**src/rtl/dmem_arbiter.sv**
```systemverilog
// dmem_arbiter: shares the single-port data RAM between the CPU MEM stage (port C) and a DMA master (port D)
// Ports: clk, reset (async, active-high); c_* / d_* request, grant, stall and read-return buses;
// mem_* command bus to the RAM with mem_rdata returned one cycle after the address; err misalignment flag.
// Optional: define DMEM_ARB_MISALIGN_CHK_EN to suppress misaligned accesses and flag them on err.
module dmem_arbiter #(
  parameter int ADDR_W   = 32,
  parameter int MAX_WAIT = 8
) (
  input  logic              clk,
  input  logic              reset,
  input  logic              c_req,
  input  logic              c_we,
  input  logic [1:0]        c_size,
  input  logic [ADDR_W-1:0] c_addr,
  input  logic [31:0]       c_wdata,
  output logic              c_gnt,
  output logic              c_stall,
  output logic              c_rvalid,
  output logic [31:0]       c_rdata,
  input  logic              d_req,
  input  logic              d_we,
  input  logic [1:0]        d_size,
  input  logic [ADDR_W-1:0] d_addr,
  input  logic [31:0]       d_wdata,
  output logic              d_gnt,
  output logic              d_rvalid,
  output logic [31:0]       d_rdata,
  output logic              mem_we,
  output logic [3:0]        mem_be,
  output logic [ADDR_W-1:0] mem_addr,
  output logic [31:0]       mem_wdata,
  input  logic [31:0]       mem_rdata,
  output logic              err
);
  typedef enum logic {IDLE, RD_WAIT} state_t;
  state_t state, state_nx;
  logic [7:0] wait_cnt;
  logic force_d, gnt, we, mis, rd_gnt, rd_owner, rd_zero, rd_pending;
  logic [1:0] size;
  logic [ADDR_W-1:0] addr;
  logic [31:0] wdata, rd_data, c_rdata_q, d_rdata_q;
  logic [3:0] be;
  // D takes priority once it has been denied MAX_WAIT cycles in a row
  assign force_d = wait_cnt == 8'(MAX_WAIT);
  assign c_gnt = ~reset & c_req & ~(d_req & force_d);
  assign d_gnt = ~reset & d_req & (~c_req | force_d);
  assign c_stall = c_req & ~c_gnt;
  assign gnt = c_gnt | d_gnt;
  assign we = d_gnt ? d_we : c_we;
  assign size = d_gnt ? d_size : c_size;
  assign addr = d_gnt ? d_addr : c_addr;
  assign wdata = d_gnt ? d_wdata : c_wdata;
  assign be = size == 2'b00 ? 4'b0001 << addr[1:0] :
              size == 2'b01 ? (addr[1] ? 4'b1100 : 4'b0011) : 4'b1111;
`ifdef DMEM_ARB_MISALIGN_CHK_EN
  assign mis = (size == 2'b01 & addr[0]) | (size[1] & addr[1:0] != 2'b00);
  always_ff @(posedge clk or posedge reset)
    if (reset) err <= 1'b0;
    else err <= gnt & mis;
`else
  assign mis = 1'b0;
  assign err = 1'b0;
`endif
  assign mem_we = gnt & we & ~mis;
  assign mem_be = ~gnt ? 4'b0000 : ~we ? 4'b1111 : mis ? 4'b0000 : be;
  assign mem_addr = gnt ? {addr[ADDR_W-1:2], 2'b00} : '0;
  assign mem_wdata = ~gnt ? 32'h0 : size == 2'b00 ? {4{wdata[7:0]}} :
                     size == 2'b01 ? {2{wdata[15:0]}} : wdata;
  assign rd_gnt = gnt & ~we;
  always_comb state_nx = rd_gnt ? RD_WAIT : IDLE;
  always_ff @(posedge clk or posedge reset)
    if (reset) begin
      state <= IDLE;
      wait_cnt <= 8'd0;
      rd_owner <= 1'b0;
      rd_zero <= 1'b0;
      c_rdata_q <= 32'h0;
      d_rdata_q <= 32'h0;
    end else begin
      state <= state_nx;
      wait_cnt <= (~d_req | d_gnt) ? 8'd0 : force_d ? wait_cnt : wait_cnt + 8'd1;
      if (rd_gnt) rd_owner <= d_gnt;
      if (rd_gnt) rd_zero <= mis;
      if (c_rvalid) c_rdata_q <= rd_data;
      if (d_rvalid) d_rdata_q <= rd_data;
    end
  // Return data passes straight from the RAM in the return cycle and is held afterwards
  assign rd_pending = state == RD_WAIT;
  assign c_rvalid = rd_pending & ~rd_owner;
  assign d_rvalid = rd_pending & rd_owner;
  assign rd_data = rd_zero ? 32'h0 : mem_rdata;
  assign c_rdata = c_rvalid ? rd_data : c_rdata_q;
  assign d_rdata = d_rvalid ? rd_data : d_rdata_q;
endmodule

```
**config.mk**
```make
export PLATFORM = sky130hd
export DESIGN_NAME = dmem_arbiter
export DESIGN_NICKNAME = d
export VERILOG_FILES = /design/src/rtl/dmem_arbiter.sv
export SDC_FILE = /design/constraint.sdc
export NUM_CORES = 1
export LEC_CHECK = 0
export CAP_MARGIN = 30
export CORE_MARGIN = 2
export CORE_UTILIZATION = 33
export DETAILED_ROUTE_END_ITERATION = 8
export PLACE_DENSITY_LB_ADDON = 0.08
export SLEW_MARGIN = 20
export SYNTH_ARGS = -nofsm -noshare
export SYNTH_HDL_FRONTEND = slang
export SYNTH_SLANG_ARGS = --single-unit
```
**constraint.sdc**
```tcl
create_clock -name clk -period 3.4 [get_ports clk]
set_input_delay 0.51 -clock clk [delete_from_list [all_inputs] [get_ports clk]]
set_output_delay 0.51 -clock clk [all_outputs]
set_load 0.005 [all_outputs]
```
==> images/cell_classes.png <==
Scale: 3 px per um. Fill, decap, tap and diode cells in grey.
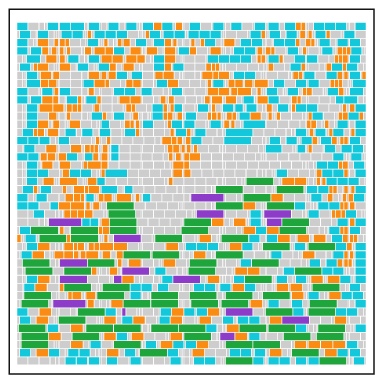
Key: orange = all other logic [cells 369, share of their area 31%]; purple = clock drivers and dummy loads [cells 16, share of their area 4.4%]; cyan = other buffers and delay cells [cells 326, share of their area 41%]; green = flip-flops [cells 74, share of their area 23%]
final instance area: 8240 um2
sequential share of cell area: 22.5%
core area: 13300 um2
Util after Layout: 62.0%

==> images/density.png <==
Scale: 2 px per um. The die is cut into 12 by 12 equal tiles; black is low, pale yellow is high, 0 to 100% covered.
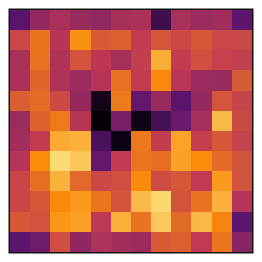
The mean over all tiles is 55%. 15% of the tiles are over 75% full. The emptiest ninth of the die: centre. 0.70% of the tiles are nearly empty. The fullest tile reaches 92%.
Starting Density: 34.0%

==> deck_impl_summary.md <==
Flow Results at a Glance

Outcome
  – Status: finished clean

Synthesis
  – Synth warn: 0
  – EDFF count, synth: 0
  – Primary FF master, synth: dfrtp_1
  – Sequential-to-total area share from yosys stat: 41.0%
  – Netlist Area Pre-Place: 4520 um2
  – Post-synth top area share: 41.0%

Floorplan
  – Chip Width: 121 um
  – FP Rows: 42
  – I/O pin total: 309

Min path
  – Worst hold path cell count: 1
  – Hold crit path type: register to register

Run
  – Max Cap Viol: 0

Power and ir drop
  – Worst VDD drop: 0.000416 V

Cells and area
  – Nets: 952
  – Layout cells sized above 1: 14.1%
  – FF/Latch Area: 1850 um2
  – Logic area: 2470 um2
  – Fillers: 1140

Final timing
  – RSZ-0062 raised after global routing: true
  – Min Tclk post-route: 3.32 ns
  – Slew headroom: 38.7%
  – Fin crit share: 97.6%
  – Fin. max-slew vios: 0

Global route
  – Grt ovf: 0
  – Global-route wire length before repair: 25.8 mm

Clocking
  – Postcts setup bufs: 0
  – Resized Gates After CTS: 0

Setup path
  – Worst R2R Path Depth: 6
  – Crit Path Category: input pin to primary output

Routing
  – WL final: 17.3 mm
  – Via Count: 4796
  – DRC: 0
  – ANT nets after route: 0

Place
  – Routability cong.: 0.840
  – Port bufs: 305
==> images/final_clocks.png <==
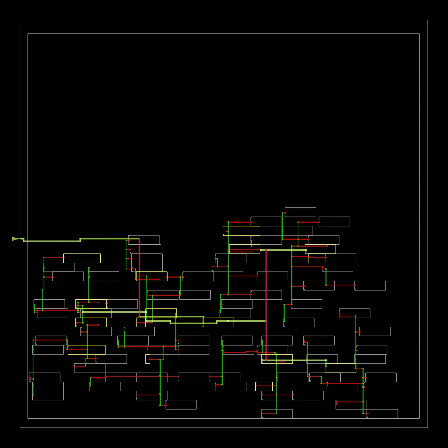
clock network power: 1.09 mW
flop count: 74
clock buffer count from CTS: 9
Worst-Skew Late Latency: 0.32 ns

==> images/clock_map.png <==
Scale: 4 px per um.
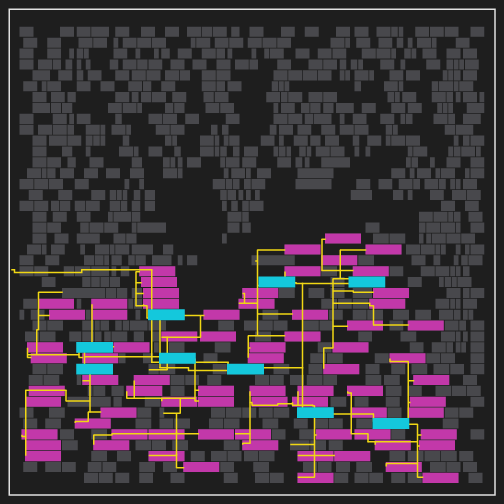
Key: yellow = clock wires [length 848 um]; magenta = flip-flops [count 74]; cyan = cells driving clock nets [count 9]
There are 10 routed clock nets.
clock share of power: 28.8%
Setup Skew: 0.00557 ns

state kept, by name, summed over array words and instances (netlist names):
register and count:
wait_cnt 8, d_rdata_q 32, rd_owner 1, c_rdata_q 32, rd_pending 1
report_power, final:
group | internal (mW) | switching (mW) | leakage, nW | total [mW]
sequential | 1.14 | 0.0643 | 0.886 | 1.20
combinational | 0.972 | 0.524 | 2.38 | 1.50
clock | 0.757 | 0.337 | 0.169 | 1.09
total | 2.87 | 0.925 | 3.44 | 3.79
synth_stat cells (all sizes together) (7+ instances only):
master,number
a211oi,16
a21oi,39
buf,19
clkbuf,19
dfrtp,74
inv,7
mux2,64
mux2i,42
nand2,97
nor2,22
nor2b,14
o21ai,25
o22ai,10
per-layer routing:
metal | vias up | wire [um] | track usage, %
met5 | - | 0 | 0
met3 | 35 | 1330 | 5.97
met1 | 2302 | 6340 | 24.0
li1 | 2265 | - | -
met4 | 0 | 550 | 7.27
met2 | 194 | 9130 | 42.2
cell usage in the layout, fill, tap and decap left out, types with 4 or more instances in the layout:
master,netlist,routed
nor2_1,22,22
xor2_1,4,4
dlymetal6s2s_1,0,6
clkbuf_16,0,11
nand3_1,4,4
buf_4,9,15
a21oi_1,39,39
o22ai_1,9,9
clkdlybuf4s50_1,0,299
a211oi_1,13,13
nor2b_1,14,13
dfrtp_1,74,74
mux2i_1,42,42
inv_1,6,5
o21ai_0,24,24
nand2_1,96,96
mux2_2,64,64
layout make-up:
| cell class | instances | area share (%) |
|---|---|---|
| Sequential cell | 74 | 22.5 |
| Inverter | 7 | 0.425 |
| Antenna cell | 1 | 0.0304 |
| Clock inverter | 4 | 1.18 |
| Timing Repair Buffer | 326 | 40.1 |
| Tap cell | 176 | 2.67 |
| Clock buffer | 12 | 3.11 |
| Multi-Input combinational cell | 362 | 30.0 |
kinds of logic after synthesis:
| group | count (synthesis) | synth area share (%) |
|---|---|---|
| simple gates | 148 | 14.0 |
| mux | 106 | 25.2 |
| compound gates | 98 | 13.2 |
| flops | 74 | 41.0 |
| buf+inv | 45 | 5.01 |
| xor+xnor | 5 | 0.968 |
| fa+ha+maj | 2 | 0.553 |
| other cells | 1 | 0.0829 |
metrics by stage:
step / power (mW) / setup TNS (ns) / hold slack, ns / setup WS (ns)
floorplan: 1.74 / 0 / 0.485 / 0.353
global placement: 2.68 / 0 / 0.477 / 0.0409
detailed placement: 2.73 / 0 / 0.485 / 0.00558
CTS: 3.83 / 0 / 0.498 / 0.00100
global route: 3.99 / -0.365 / 0.502 / -0.0573
finish: 3.79 / 0 / 0.494 / 0.0824
worst max-delay path, cell delays in order:
cell	delay (ns)
clkdlybuf4s50_1	0.42
or4_4	0.42
o22ai_2	0.13
nand2_2	0.12
clkinv_4	0.12
buf_12	0.15
a22oi_2	0.18
o22ai_1	0.23
clkdlybuf4s50_1	0.54
worst paths after layout:
check	start	to	slack [ns]
max in group asynchronous	reset	c_rdata_q[27]	1.93
worst max register to register	wait_cnt[5]	rd_pending	1.50
worst min register to register	c_rdata_q[28]	c_rdata_q[28]	0.49
min in group asynchronous	reset	c_rdata_q[21]	0.74
worst min-delay path	c_rdata_q[28]	c_rdata_q[28]	0.49
worst max-delay path	reset	mem_wdata[9]	0.08
Power and IR drop assume default switching activity.
